===== src/rtl/vga_timing_gen_pkg.sv =====
// Shared timing constants for the VGA timing generator: 640x480@60 defaults,
// an 800x600@72 alternate set, and the helpers that derive totals and widths.
package vga_timing_gen_pkg;

    function automatic int axis_total(input int active, input int fp, input int sync, input int bp);
        return active + fp + sync + bp;
    endfunction

    function automatic int cnt_width(input int total);
        return (total > 1) ? $clog2(total) : 1;
    endfunction

    localparam int VGA_H_ACTIVE = 640;
    localparam int VGA_H_FP     = 16;
    localparam int VGA_H_SYNC   = 96;
    localparam int VGA_H_BP     = 48;
    localparam int VGA_V_ACTIVE = 480;
    localparam int VGA_V_FP     = 10;
    localparam int VGA_V_SYNC   = 2;
    localparam int VGA_V_BP     = 33;
    localparam bit VGA_H_POL    = 1'b0;
    localparam bit VGA_V_POL    = 1'b0;
    localparam int VGA_H_TOT    = axis_total(VGA_H_ACTIVE, VGA_H_FP, VGA_H_SYNC, VGA_H_BP);
    localparam int VGA_V_TOT    = axis_total(VGA_V_ACTIVE, VGA_V_FP, VGA_V_SYNC, VGA_V_BP);

    // 800x600@72 uses positive sync polarity on both axes.
    localparam int SVGA_H_ACTIVE = 800;
    localparam int SVGA_H_FP     = 56;
    localparam int SVGA_H_SYNC   = 120;
    localparam int SVGA_H_BP     = 64;
    localparam int SVGA_V_ACTIVE = 600;
    localparam int SVGA_V_FP     = 37;
    localparam int SVGA_V_SYNC   = 6;
    localparam int SVGA_V_BP     = 23;
    localparam bit SVGA_H_POL    = 1'b1;
    localparam bit SVGA_V_POL    = 1'b1;
    localparam int SVGA_H_TOT    = axis_total(SVGA_H_ACTIVE, SVGA_H_FP, SVGA_H_SYNC, SVGA_H_BP);
    localparam int SVGA_V_TOT    = axis_total(SVGA_V_ACTIVE, SVGA_V_FP, SVGA_V_SYNC, SVGA_V_BP);

endpackage


===== src/rtl/vga_timing_gen_if.sv =====
// Pixel request/response and video output bundle of the VGA timing generator.
interface vga_timing_gen_if #(
    parameter int XW = 10,
    parameter int YW = 10,
    parameter int CW = 4
);
    logic [XW-1:0] req_x;
    logic [YW-1:0] req_y;
    logic          req_valid;
    logic [CW-1:0] pix_r;
    logic [CW-1:0] pix_g;
    logic [CW-1:0] pix_b;
    logic          hsync;
    logic          vsync;
    logic          de;
    logic [CW-1:0] r;
    logic [CW-1:0] g;
    logic [CW-1:0] b;
    logic          frame_start;
    logic          line_start;

    modport master (
        output req_x, req_y, req_valid, hsync, vsync, de, r, g, b, frame_start, line_start,
        input  pix_r, pix_g, pix_b
    );

    modport slave (
        input  req_x, req_y, req_valid, hsync, vsync, de, r, g, b, frame_start, line_start,
        output pix_r, pix_g, pix_b
    );
endinterface


===== src/rtl/vga_timing_gen_axis_counter.sv =====
// One timing axis: counts 0..TOT-1 (active, front porch, sync, back porch)
// and decodes the active region, sync level and wrap condition.
module vga_axis_counter
    import vga_timing_gen_pkg::*;
#(
    parameter int ACTIVE = VGA_H_ACTIVE,
    parameter int FP     = VGA_H_FP,
    parameter int SYNC   = VGA_H_SYNC,
    parameter int BP     = VGA_H_BP,
    parameter bit POL    = VGA_H_POL,
    localparam int TOT   = axis_total(ACTIVE, FP, SYNC, BP),
    localparam int W     = cnt_width(TOT)
) (
    input  logic         clk,
    input  logic         rst,
    input  logic         ce,
    input  logic         inc,
    output logic [W-1:0] cnt,
    output logic         active,
    output logic         sync,
    output logic         wrap
);
    // Region bounds are compared one bit wider so no bound can alias.
    localparam logic [W:0]   ACT_END  = (W+1)'(ACTIVE);
    localparam logic [W:0]   SYNC_BEG = (W+1)'(ACTIVE + FP);
    localparam logic [W:0]   SYNC_END = (W+1)'(ACTIVE + FP + SYNC);
    localparam logic [W-1:0] LAST     = W'(TOT - 1);

    logic [W-1:0] cnt_q;
    logic [W:0]   cnt_x;

    assign cnt_x  = {1'b0, cnt_q};
    assign cnt    = cnt_q;
    assign active = cnt_x < ACT_END;
    assign sync   = (cnt_x >= SYNC_BEG && cnt_x < SYNC_END) ? POL : ~POL;
    assign wrap   = inc && (cnt_q == LAST);

    always_ff @(posedge clk or posedge rst) begin
        if (rst) begin
            cnt_q <= '0;
        end else if (ce && inc) begin
            cnt_q <= wrap ? '0 : cnt_q + W'(1);
        end
    end
endmodule


===== src/rtl/vga_timing_gen.sv =====
// VGA timing generator: chained h/v axis counters, a stage-0 pixel request,
// and a two-stage ce pipeline aligning sync/de with the returned colour.
module vga_timing_gen
    import vga_timing_gen_pkg::*;
#(
    parameter int H_ACTIVE = VGA_H_ACTIVE,
    parameter int H_FP     = VGA_H_FP,
    parameter int H_SYNC   = VGA_H_SYNC,
    parameter int H_BP     = VGA_H_BP,
    parameter int V_ACTIVE = VGA_V_ACTIVE,
    parameter int V_FP     = VGA_V_FP,
    parameter int V_SYNC   = VGA_V_SYNC,
    parameter int V_BP     = VGA_V_BP,
    parameter bit H_POL    = VGA_H_POL,
    parameter bit V_POL    = VGA_V_POL,
    parameter int CW       = 4
) (
    input  logic             clk,
    input  logic             rst,
    input  logic             ce,
    vga_timing_gen_if.master vif
);
    localparam int H_TOT = axis_total(H_ACTIVE, H_FP, H_SYNC, H_BP);
    localparam int V_TOT = axis_total(V_ACTIVE, V_FP, V_SYNC, V_BP);
    localparam int XW    = cnt_width(H_TOT);
    localparam int YW    = cnt_width(V_TOT);

    logic [XW-1:0] h_cnt;
    logic [YW-1:0] v_cnt;
    logic          h_active, v_active, h_sync, v_sync, h_wrap, v_wrap;
    logic          req_valid;
    logic          line_head, frame_head;
    logic          hs_d, vs_d, de_d;
    logic          hsync_q, vsync_q, de_q;
    logic [CW-1:0] r_q, g_q, b_q;

    vga_axis_counter #(
        .ACTIVE(H_ACTIVE), .FP(H_FP), .SYNC(H_SYNC), .BP(H_BP), .POL(H_POL)
    ) u_h_axis (
        .clk(clk), .rst(rst), .ce(ce), .inc(1'b1),
        .cnt(h_cnt), .active(h_active), .sync(h_sync), .wrap(h_wrap)
    );

    vga_axis_counter #(
        .ACTIVE(V_ACTIVE), .FP(V_FP), .SYNC(V_SYNC), .BP(V_BP), .POL(V_POL)
    ) u_v_axis (
        .clk(clk), .rst(rst), .ce(ce), .inc(h_wrap),
        .cnt(v_cnt), .active(v_active), .sync(v_sync), .wrap(v_wrap)
    );

    assign req_valid     = h_active && v_active;
    assign vif.req_valid = req_valid;
    assign vif.req_x     = req_valid ? h_cnt : '0;
    assign vif.req_y     = req_valid ? v_cnt : '0;

    // line_head/frame_head flag that stage 0 sits on h=0 / (0,0); the wrap
    // outputs announce the next position, so the flags are set one ce early.
    always_ff @(posedge clk or posedge rst) begin
        if (rst) begin
            line_head  <= 1'b1;
            frame_head <= 1'b1;
        end else if (ce) begin
            line_head  <= h_wrap;
            frame_head <= v_wrap;
        end
    end

    assign vif.line_start  = ce && !rst && line_head;
    assign vif.frame_start = ce && !rst && frame_head;

    always_ff @(posedge clk or posedge rst) begin
        if (rst) begin
            hs_d    <= ~H_POL;
            vs_d    <= ~V_POL;
            de_d    <= 1'b0;
            hsync_q <= ~H_POL;
            vsync_q <= ~V_POL;
            de_q    <= 1'b0;
            r_q     <= '0;
            g_q     <= '0;
            b_q     <= '0;
        end else if (ce) begin
            hs_d    <= h_sync;
            vs_d    <= v_sync;
            de_d    <= req_valid;
            hsync_q <= hs_d;
            vsync_q <= vs_d;
            de_q    <= de_d;
            r_q     <= de_d ? vif.pix_r : '0;
            g_q     <= de_d ? vif.pix_g : '0;
            b_q     <= de_d ? vif.pix_b : '0;
        end
    end

    assign vif.hsync = hsync_q;
    assign vif.vsync = vsync_q;
    assign vif.de    = de_q;
    assign vif.r     = r_q;
    assign vif.g     = g_q;
    assign vif.b     = b_q;
endmodule


===== src/flat_wrapper.sv =====
// flat-port wrapper written by rule: the top's interface ports become plain ports
module vga_timing_gen_flat import vga_timing_gen_pkg::*;
#(
    parameter int H_ACTIVE = VGA_H_ACTIVE,
    parameter int H_FP     = VGA_H_FP,
    parameter int H_SYNC   = VGA_H_SYNC,
    parameter int H_BP     = VGA_H_BP,
    parameter int V_ACTIVE = VGA_V_ACTIVE,
    parameter int V_FP     = VGA_V_FP,
    parameter int V_SYNC   = VGA_V_SYNC,
    parameter int V_BP     = VGA_V_BP,
    parameter bit H_POL    = VGA_H_POL,
    parameter bit V_POL    = VGA_V_POL,
    parameter int CW       = 4
)
  (clk, rst, ce, vif_req_x, vif_req_y, vif_req_valid, vif_hsync, vif_vsync, vif_de, vif_r, vif_g, vif_b, vif_frame_start, vif_line_start, vif_pix_r, vif_pix_g, vif_pix_b);
  vga_timing_gen_if #(.XW(3), .YW(3), .CW(CW)) vif_i ();
  input  logic clk;
  input  logic rst;
  input  logic ce;
  output wire logic [$bits(vif_i.req_x)-1:0] vif_req_x;
  output wire logic [$bits(vif_i.req_y)-1:0] vif_req_y;
  output wire logic [$bits(vif_i.req_valid)-1:0] vif_req_valid;
  output wire logic [$bits(vif_i.hsync)-1:0] vif_hsync;
  output wire logic [$bits(vif_i.vsync)-1:0] vif_vsync;
  output wire logic [$bits(vif_i.de)-1:0] vif_de;
  output wire logic [$bits(vif_i.r)-1:0] vif_r;
  output wire logic [$bits(vif_i.g)-1:0] vif_g;
  output wire logic [$bits(vif_i.b)-1:0] vif_b;
  output wire logic [$bits(vif_i.frame_start)-1:0] vif_frame_start;
  output wire logic [$bits(vif_i.line_start)-1:0] vif_line_start;
  input wire logic [$bits(vif_i.pix_r)-1:0] vif_pix_r;
  input wire logic [$bits(vif_i.pix_g)-1:0] vif_pix_g;
  input wire logic [$bits(vif_i.pix_b)-1:0] vif_pix_b;
  assign vif_req_x = vif_i.req_x;
  assign vif_req_y = vif_i.req_y;
  assign vif_req_valid = vif_i.req_valid;
  assign vif_hsync = vif_i.hsync;
  assign vif_vsync = vif_i.vsync;
  assign vif_de = vif_i.de;
  assign vif_r = vif_i.r;
  assign vif_g = vif_i.g;
  assign vif_b = vif_i.b;
  assign vif_frame_start = vif_i.frame_start;
  assign vif_line_start = vif_i.line_start;
  assign vif_i.pix_r = vif_pix_r;
  assign vif_i.pix_g = vif_pix_g;
  assign vif_i.pix_b = vif_pix_b;
  vga_timing_gen #(.H_ACTIVE(H_ACTIVE), .H_FP(H_FP), .H_SYNC(H_SYNC), .H_BP(H_BP), .V_ACTIVE(V_ACTIVE), .V_FP(V_FP), .V_SYNC(V_SYNC), .V_BP(V_BP), .H_POL(H_POL), .V_POL(V_POL), .CW(CW)) u_core (.clk(clk), .rst(rst), .ce(ce), .vif(vif_i));
endmodule

===== config.mk =====
export PLATFORM = sky130hd
export DESIGN_NAME = vga_timing_gen_flat
export DESIGN_NICKNAME = d
export VERILOG_FILES = /design/src/rtl/vga_timing_gen_pkg.sv /design/src/rtl/vga_timing_gen_if.sv /design/src/rtl/vga_timing_gen_axis_counter.sv /design/src/rtl/vga_timing_gen.sv /design/src/flat_wrapper.sv
export SDC_FILE = /design/constraint.sdc
export NUM_CORES = 1
export LEC_CHECK = 0
export ABC_AREA = 1
export CORE_MARGIN = 4
export CORE_UTILIZATION = 50
export DETAILED_ROUTE_END_ITERATION = 7
export PLACE_DENSITY = 0.77
export SYNTH_ARGS = -nofsm -noshare
export SYNTH_HDL_FRONTEND = slang
export SYNTH_SLANG_ARGS = --single-unit

===== constraint.sdc =====
create_clock -name clk -period 4.5 [get_ports clk]
set_clock_uncertainty 0.15 [all_clocks]
set_input_delay 0.675 -clock clk [delete_from_list [all_inputs] [get_ports clk]]
set_output_delay 0.675 -clock clk [all_outputs]
set_load 0.02 [all_outputs]

==> reports/metrics.cfg <==
[global_route]
globalRoute.totalOverflow = 0
grtUsageTotal_pct = 18.4
grt_pass1_wl_um = 7840
first_global_vias = 1774
grt_antenna_before_repair = 0

[cts]
cts.sink_count = 40
cts_max_level = 2
clock_latency_ns = 0.29
cts_tree = yes
clockBufferDepth = 2

[final_timing]
rsz0062_at_grt = false
setup_total_negative_slack_ns = 0
fmax_ghz = 0.321
final_tally_of_setup_violations = 0

[hold_path]
holdCritStartpoint = u_core.vs_d
hold_path_class = reg2reg

[finish]
layout_area_overhead_pct = 25.2
filler_cell_count = 358
flip_flop_and_latch_share_of_the_layout_cell_area_pct = 37.5
drive_above_1_share_pct = 13.5
layout.area.top_class = flip-flops and latches
sequential_cell_area_um2 = 1010
inv_count = 28
layout.clock_buffers = 5
combAreaFraction_pct = 37.1
layout_top_cell = sky130_fd_sc_hd__nand2_1
seq_cells = 40

[synthesis]
chip_area_in_the_yosys_report_um2 = 2150
synth-seq-area-share_pct = 47.0
area_share_of_and_or_nand_nor_cells_after_synthesis_pct = 34.9
synth.logic.top_family = simple AND/OR/NAND/NOR gates
synthesis.yosys.warnings = 0
synthMostInstantiatedCell = sky130_fd_sc_hd__nand2_1
post_synth_most_frequent_cells = sky130_fd_sc_hd__nand2_1, sky130_fd_sc_hd__dfrtp_1, sky130_fd_sc_hd__nand3_1
edf_count = 0
synthDistinctLibCells = 28
yosys.area_share.aoi_pct = 4.96
post_synthesis_share_of_cell_area_spent_on_xor_and_xnor_gates_pct = 3.67
synthesis.instances = 262
syn_avg_cell_area_um2 = 8.19
ys.flop_type = sky130_fd_sc_hd__dfrtp_1

[routing]
detail-route-antenna-nets = 0
drt_pass1_iterations = 4
drt_drc_violations_left = 0
initialDrtViolationCount = 95
wl_per_cell_um = 12.6

[outcome]
outcome = complete, no violations

[die]
fp_util_pct = 52.5
die_h_um = 73.5
dieWidth_um = 73.5
floorplan.rows = 23
chip_area_um2 = 5400
core_area_um2 = 4090
nWellTaps = 50

[worst_setup_path]
worstSetupEndpointType = output port
timing.rr.start = u_core.u_h_axis.cnt[0]
worstReg2RegEnd = u_core.u_v_axis.cnt[5]
worst_setup_path_start_kind = input port
timing.critical_path.cells = clkdlybuf4s50_1, buf_4, and3_1, clkdlybuf4s50_1
critical_path_buf_inv_count = 3
critical-path-top-delay-family = buffers and inverters
setup.worst_path.class = in2out

[pwr]
share_clk_of_total_power_pct = 29.5
p_leak_nw = 1.31
cellInternalPower_w = 0.000680
vdd_ir_drop_max_uv = 227
p_switching_w = 0.000341
pwr-share-seq_pct = 44.6

[flow_run]
maxCapViolCount = 0
number_of_logged_tool_warnings = 30

[placed_design]
final_estimated_routing_congestion_in_global_placement = 0.824
place.port_buffers = 38

==> power by group through the flow <==
stage | sequential, W | clock, W | combinational [W]
floorplan | 0.000467 | 0 | 0.000162
global placement | 0.000460 | 0 | 0.000260
detailed placement | 0.000462 | 0 | 0.000267
CTS | 0.000456 | 0.000308 | 0.000268
global route | 0.000463 | 0.000322 | 0.000297
finish | 0.000455 | 0.000301 | 0.000265
==> worst max-delay path by stage <==
stage	from	endpoint	slack (ns)	cells past startpoint
detailed placement	ce	vif_frame_start	1.37	4
CTS	ce	vif_frame_start	1.37	4
global route	ce	vif_frame_start	1.30	4
floorplan	rst	vif_frame_start	1.75	2
global placement	ce	vif_frame_start	1.37	4
finish	ce	vif_frame_start	1.38	4
==> flip-flops by register name, indices dropped and copies added (netlist names), 4 cells and up <==
register,flops
u_core.vif.b,4
u_core.u_h_axis.cnt,10
u_core.vif.r,4
u_core.vif.g,4
u_core.u_v_axis.cnt,10
==> metrics by stage <==
step | setup WS, ns | hold WS [ns] | cell area, um^2 | cells | util [%]
final | 1.38 | 0.320 | 2690 | 353 | 65.8
after global routing | 1.30 | 0.332 | 2690 | 353 | 65.8
after CTS | 1.37 | 0.325 | 2690 | 353 | 65.8
after detailed placement | 1.37 | 0.315 | 2570 | 345 | 62.9
after global placement | 1.37 | 0.303 | 2570 | 345 | 62.9
after floorplan | 1.75 | 0.298 | 2150 | 262 | -
==> worst min-delay path: cells and delay by family, from the launching register on <==
family        cells  cell delay [ns]
flops             1             0.37
simple gates      2             0.10
==> per-layer routing <==
metal / share of wire (%) / global-route usage, %
met5: 0 / 0
met2: 46 / 30.2
met4: 0.76 / 6.04
met1: 46 / 24.0
met3: 6.8 / 4.10
Routed clock nets over the placement:
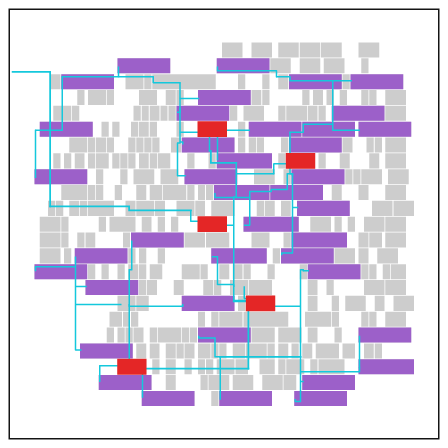
- flip-flops: purple (count 40)
- cells driving clock nets: red (count 5)
- clock wires: cyan (length 504 um)
- flops lie: widely spread

Routed metal per tile:
15 x 15 tiles, from black (low) to pale yellow (high), scaled to the fullest tile. Values are wire area over tile area, all layers added.
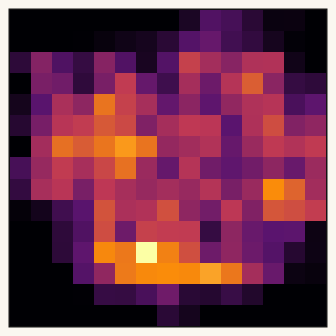
- emptiest ninth of the die: lower left
- fullest tile: 0.46
- mean over tiles: 0.13

Close-up of the layout:
Scale bar: 10 um. Window x 24 to 49, y 10 to 35 um. Cells in gray, sequential cells in the stronger gray; small squares are vias.
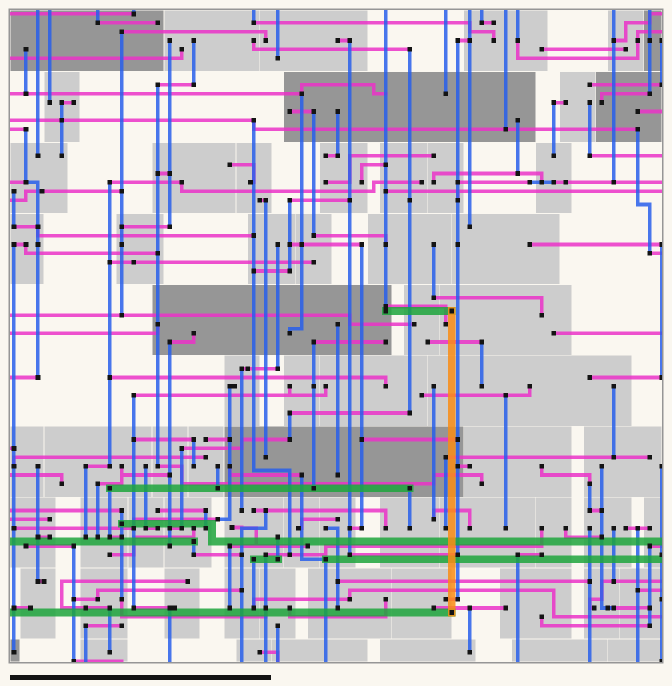
- met3: green
- met4: orange
- met2: blue
- met1: magenta
- cells with their middle in the window: 57
- netlist names of flops here include: u_core.u_h_axis.cnt (2)
- most frequent: nand2_1 (10), inv_1 (7), nor2_4 (6)
- sequential cells in the window: 4

Power figures rest on the tool's default switching activity, not on a simulated workload.
